Design imm_ext_pipe, sky130hd; sources not shown.
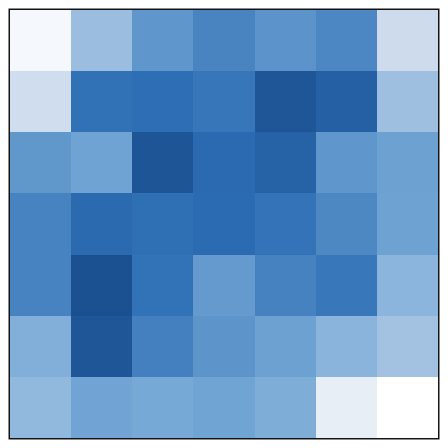
*Cell density map, run 1*
The die is cut into 7 by 7 equal tiles; white is low, dark blue is high, 0 to 100% covered.
nearly empty tiles: 2.0%
mean over tiles: 58%
emptiest ninth of the die: lower right
fullest tile: 87%
tiles over 75% full: 20%
Util after Layout: 66.34%
core area: 4817 sq um
Floorplan Utilization: 54.13%

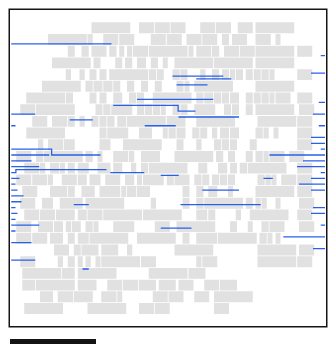
*The metal 3 layer, run 1*
Scale bar: 20 um. Cells faint in the background.
wire length on this layer: 330 um
longest straight run: 23.0 um
Total Wirelength: 5.647 mm
M3 GR Usage: 5.213%
Vias: 2116

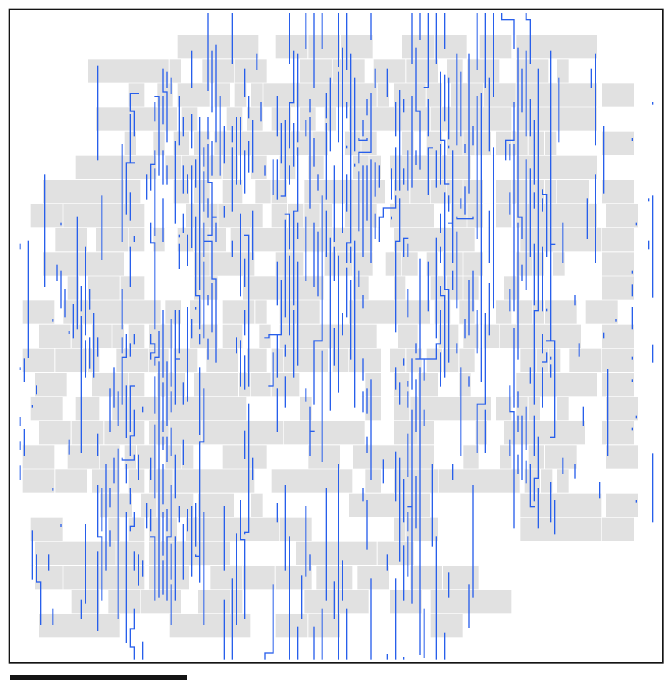
*Met2 routing, run 1*
Scale bar: 20 um. Cells faint in the background.
nets with wire on the layer: 304
share of all routed wire: 49%
global-route track usage on met2: 36.19%

==> results.py, run 1 <==
# Metrics from the implementation run
metrics = {
    "status": {
        "run_status": "finished clean",
    },
    "cells_and_area": {
        "largest_reg_flops": 38,
        "nNonClkBuffers": 78,
        "final_cell_mix": "clkdlybuf4s50_1, dfrtp_1, a21oi_1, nand2_1, o21ai_0",
        "syn_to_final_growth_pct": 22.55,
        "final_nets": 352,
        "final_common_cell": "clkdlybuf4s50_1",
        "clkbuf_count": 7,
        "inv_count": 4,
    },
    "clock_tree": {
        "cts-resized-gates": 0,
        "clock-root-buffer": "clkbuf_8",
        "htree_num_levels": 2,
        "cts.path.max_buffers": 2,
        "postCtsSetupBuffers": 0,
        "cts_made_buffers": 5,
    },
    "timing": {
        "hold_violations": 0,
        "relSlewSlack_pct": 34.70,
        "slew_violations": 0,
        "fin_crit_ns": 3.425,
        "rsz0062_at_grt": "false",
    },
    "route": {
        "wl_per_cell_um": 14.44,
        "drt_iter0_markers": 172,
    },
    "worst_setup_path": {
        "cpLargestDelayFamily": "buffers and inverters",
        "rr_worst_depth": 4,
        "path_cells": "clkdlybuf4s50_1 > nand2b_1 > clkdlybuf4s50_1",
        "worstPathBufferInverterCount": 2,
        "critPathSlowestCell": "clkdlybuf4s50_1",
        "cp.arrival_ns": 2.40,
    },
    "logic_synthesis": {
        "mux_area_share_pct": 3.407,
        "synth_cell_types": 33,
        "synth_xor_xnor_area_share_pct": 1.344,
        "ys_cells": 295,
    },
    "grt": {
        "grt.total_usage_pct": 22.44,
        "grt_pass1_vias": 2016,
        "grt_pass1_wl_mm": 9.252,
    },
    "floorplan": {
        "die_h_um": 73.51,
        "tap_cells": 67,
    },
    "pwr": {
        "p_comb_mw": 0.598,
        "netSwitchingPower_mw": 0.6116,
        "p_sw_share_pct": 40.71,
        "seqPwrFrac_pct": 39.9,
        "p_clk_share_pct": 20.3,
    },
    "place": {
        "portBuffers": 75,
        "dp_slack_ns": 0.6903,
    },
    "run": {
        "tool_warnings": 26,
    },
}
run 1: per-stage QoR:
step / std cells / area, sq um
after floorplan: 295 / 2608
after global placement: 383 / 3092
after detailed placement: 383 / 3092
after CTS: 391 / 3196
after global routing: 391 / 3196
final: 391 / 3196
run 1: routing by layer:
layer	share of wire, %	GRT usage (%)	vias to the layer above
met5	0	0	-
met3	5.8	5.213	6
met2	49	36.19	68
met1	44	29.88	1012
met4	1.0	7.265	0
li1	-	-	1030
run 1: synthesized netlist by cell type, types with 5 or more instances:
library cell	n	share of area, %
buf_2	13	2.5
nand2_1	41	5.9
buf_4	38	11
mux2_2	6	2.6
clkbuf_1	6	0.86
nor2_1	5	0.72
nand2b_1	15	3.6
o21ai_0	27	5.2
nand3_1	17	3.3
a21oi_1	45	8.6
dfrtp_1	47	45
### Signal wires on met1, run 1

Scale bar: 20 um.
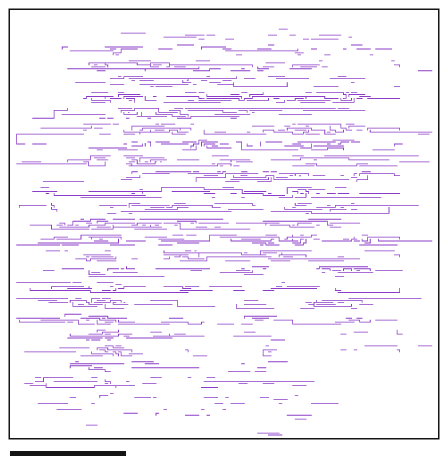

==> run 1 -> run 2 <==
--- a/config.mk
+++ b/config.mk
@@ -6,9 +6,9 @@
 export NUM_CORES = 1
 export LEC_CHECK = 0
 export CORE_MARGIN = 1
-export CORE_UTILIZATION = 51
+export CORE_UTILIZATION = 48
 export DETAILED_ROUTE_END_ITERATION = 8
-export PLACE_DENSITY = 0.85
+export PLACE_DENSITY = 0.81
 export SLEW_MARGIN = 20
 export SYNTH_ARGS = -nofsm -noshare
 export SYNTH_HDL_FRONTEND = slang
==> constraint.sdc (replaced) <==
create_clock -name clk -period 3.2 [get_ports clk]
set_clock_uncertainty 0.2 [all_clocks]
set_input_delay 0.64 -clock clk [delete_from_list [all_inputs] [get_ports clk]]
set_output_delay 0.64 -clock clk [all_outputs]
set_load 0.05 [all_outputs]
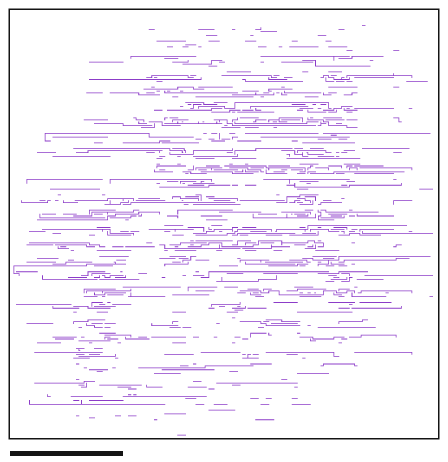
*Signal wires on met1, run 2*
Scale bar: 20 um.
longest straight run: 23.9 um
nets with wire on the layer: 303
share of all routed wire: 46%
Vias: 2121
met1 GRT Util: 27.47%
Total Wirelength: 5.675 mm

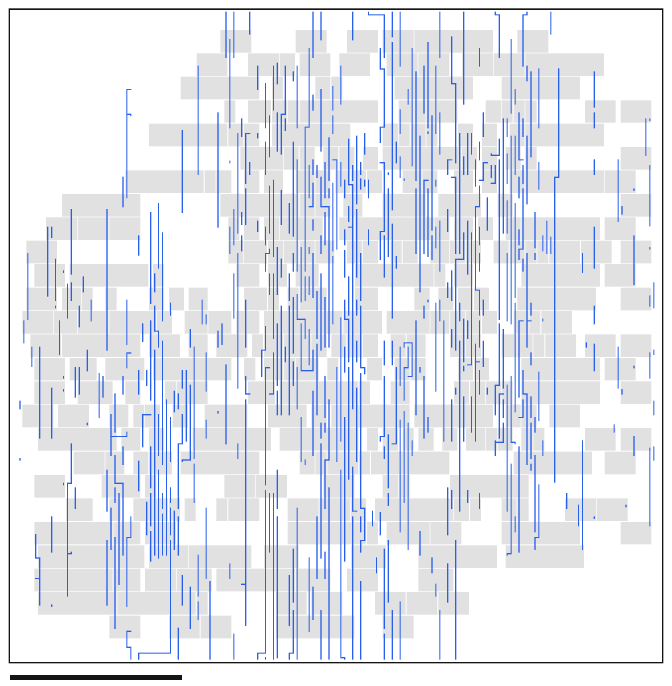
*Met2 routing, run 2*
Scale bar: 20 um. Cells faint in the background.
wire length on this layer: 2670 um
nets with wire on the layer: 307
main direction: vertical
global-route track usage on met2: 35.12%

==> run 2 against run 1 <==
Effect of this change:
- first-iteration DRC count grew 2.3%
- area after synthesis is the same
- global-route usage fell by 1.2 points
- wire length rose by 0.50%
- die area is 6.1% higher
- critical path type is now flop to output port
- non-clock buffer count grew 5
- combinational power rose by 29%
- critical path depth fell by 2
- clock-buffer cell count is the same
- highest routed layer unchanged
- synthesized cell count unchanged
- clock power up 31%
==> results.py, run 2 <==
# Metrics from the implementation run
metrics = {
    "grt": {
        "grt.total_usage_pct": 21.25,
        "grt_pass1_vias": 2015,
        "grt_pass1_wl_mm": 9.142,
    },
    "pwr": {
        "p_clk_share_pct": 20.7,
        "p_sw_share_pct": 40.80,
        "seqPwrFrac_pct": 39.5,
    },
    "logic_synthesis": {
        "synth_xor_xnor_area_share_pct": 1.344,
        "synth_top_cell_by_count": "dfrtp_1",
        "mux_area_share_pct": 3.407,
        "ys_cells": 295,
        "largest_area_cell": "dfrtp_1",
        "area_leaders": "dfrtp_1, buf_4, a21oi_1",
        "synth_cell_types": 33,
    },
    "worst_setup_path": {
        "cpLargestDelayFamily": "buffers and inverters",
        "path_cells": "clkdlybuf4s50_1",
        "cp.arrival_ns": 1.64,
    },
    "route": {
        "wl_per_cell_um": 14.22,
        "m1WireLength_mm": 2.592,
        "highest_layer": "met4",
    },
    "cells_and_area": {
        "largest_reg_flops": 38,
        "final_cell_mix": "clkdlybuf4s50_1, dfrtp_1, a21oi_1, nand2_1, o21ai_0",
        "final_common_cell": "clkdlybuf4s50_1",
        "final_nets": 357,
        "syn_to_final_growth_pct": 24.62,
        "final_core_util_pct": 62.82,
        "stdcell_count": 399,
        "design_area_sq_um": 3249,
    },
    "place": {
        "placed_area_sq_um": 3146,
    },
    "clock_tree": {
        "postCtsSetupBuffers": 0,
        "clock-root-buffer": "clkbuf_8",
        "htree_num_levels": 2,
        "cts.path.max_buffers": 2,
    },
    "floorplan": {
        "fp-utilization_pct": 50.41,
        "core_area_sq_um": 5172,
    },
    "timing": {
        "hold_violations": 0,
        "relSlewSlack_pct": 59.71,
        "fin_crit_ns": 2.477,
    },
    "status": {
        "run_status": "finished clean",
    },
}
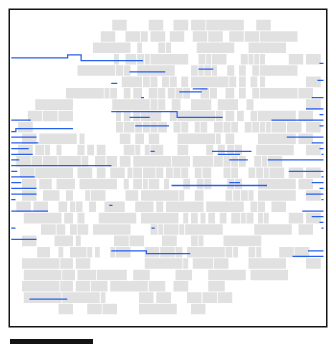
*The metal 3 layer, run 2*
Scale bar: 20 um. Cells faint in the background.
nets with wire on the layer: 55
main direction: horizontal
share of all routed wire: 6.2%
wire length on this layer: 350 um
longest straight run: 23.7 um
M3 GR Usage: 5.688%

==> run 2: power by group through the flow <==
stage	clock network [mW]	logic, mW	registers, mW
after floorplan	0	0.437	0.904
after global placement	0	0.761	0.775
after detailed placement	0	0.773	0.776
after CTS	0.411	0.776	0.766
after global routing	0.428	0.817	0.780
final	0.400	0.772	0.765
==> run 2: final cells by class <==
| type | count | area, sq um | share of cell area, % |
|---|---|---|---|
| clock buffers | 7 | 96.34 | 2.965 |
| clock inverters | 1 | 7.507 | 0.2310 |
| flip-flops and latches | 47 | 1176 | 36.20 |
| well taps | 70 | 87.58 | 2.695 |
| multi-input cells | 187 | 1046 | 32.19 |
| inverters | 4 | 15.01 | 0.4621 |
| repair buffers | 83 | 820.8 | 25.26 |
Power is estimated from default activity; no workload was simulated.
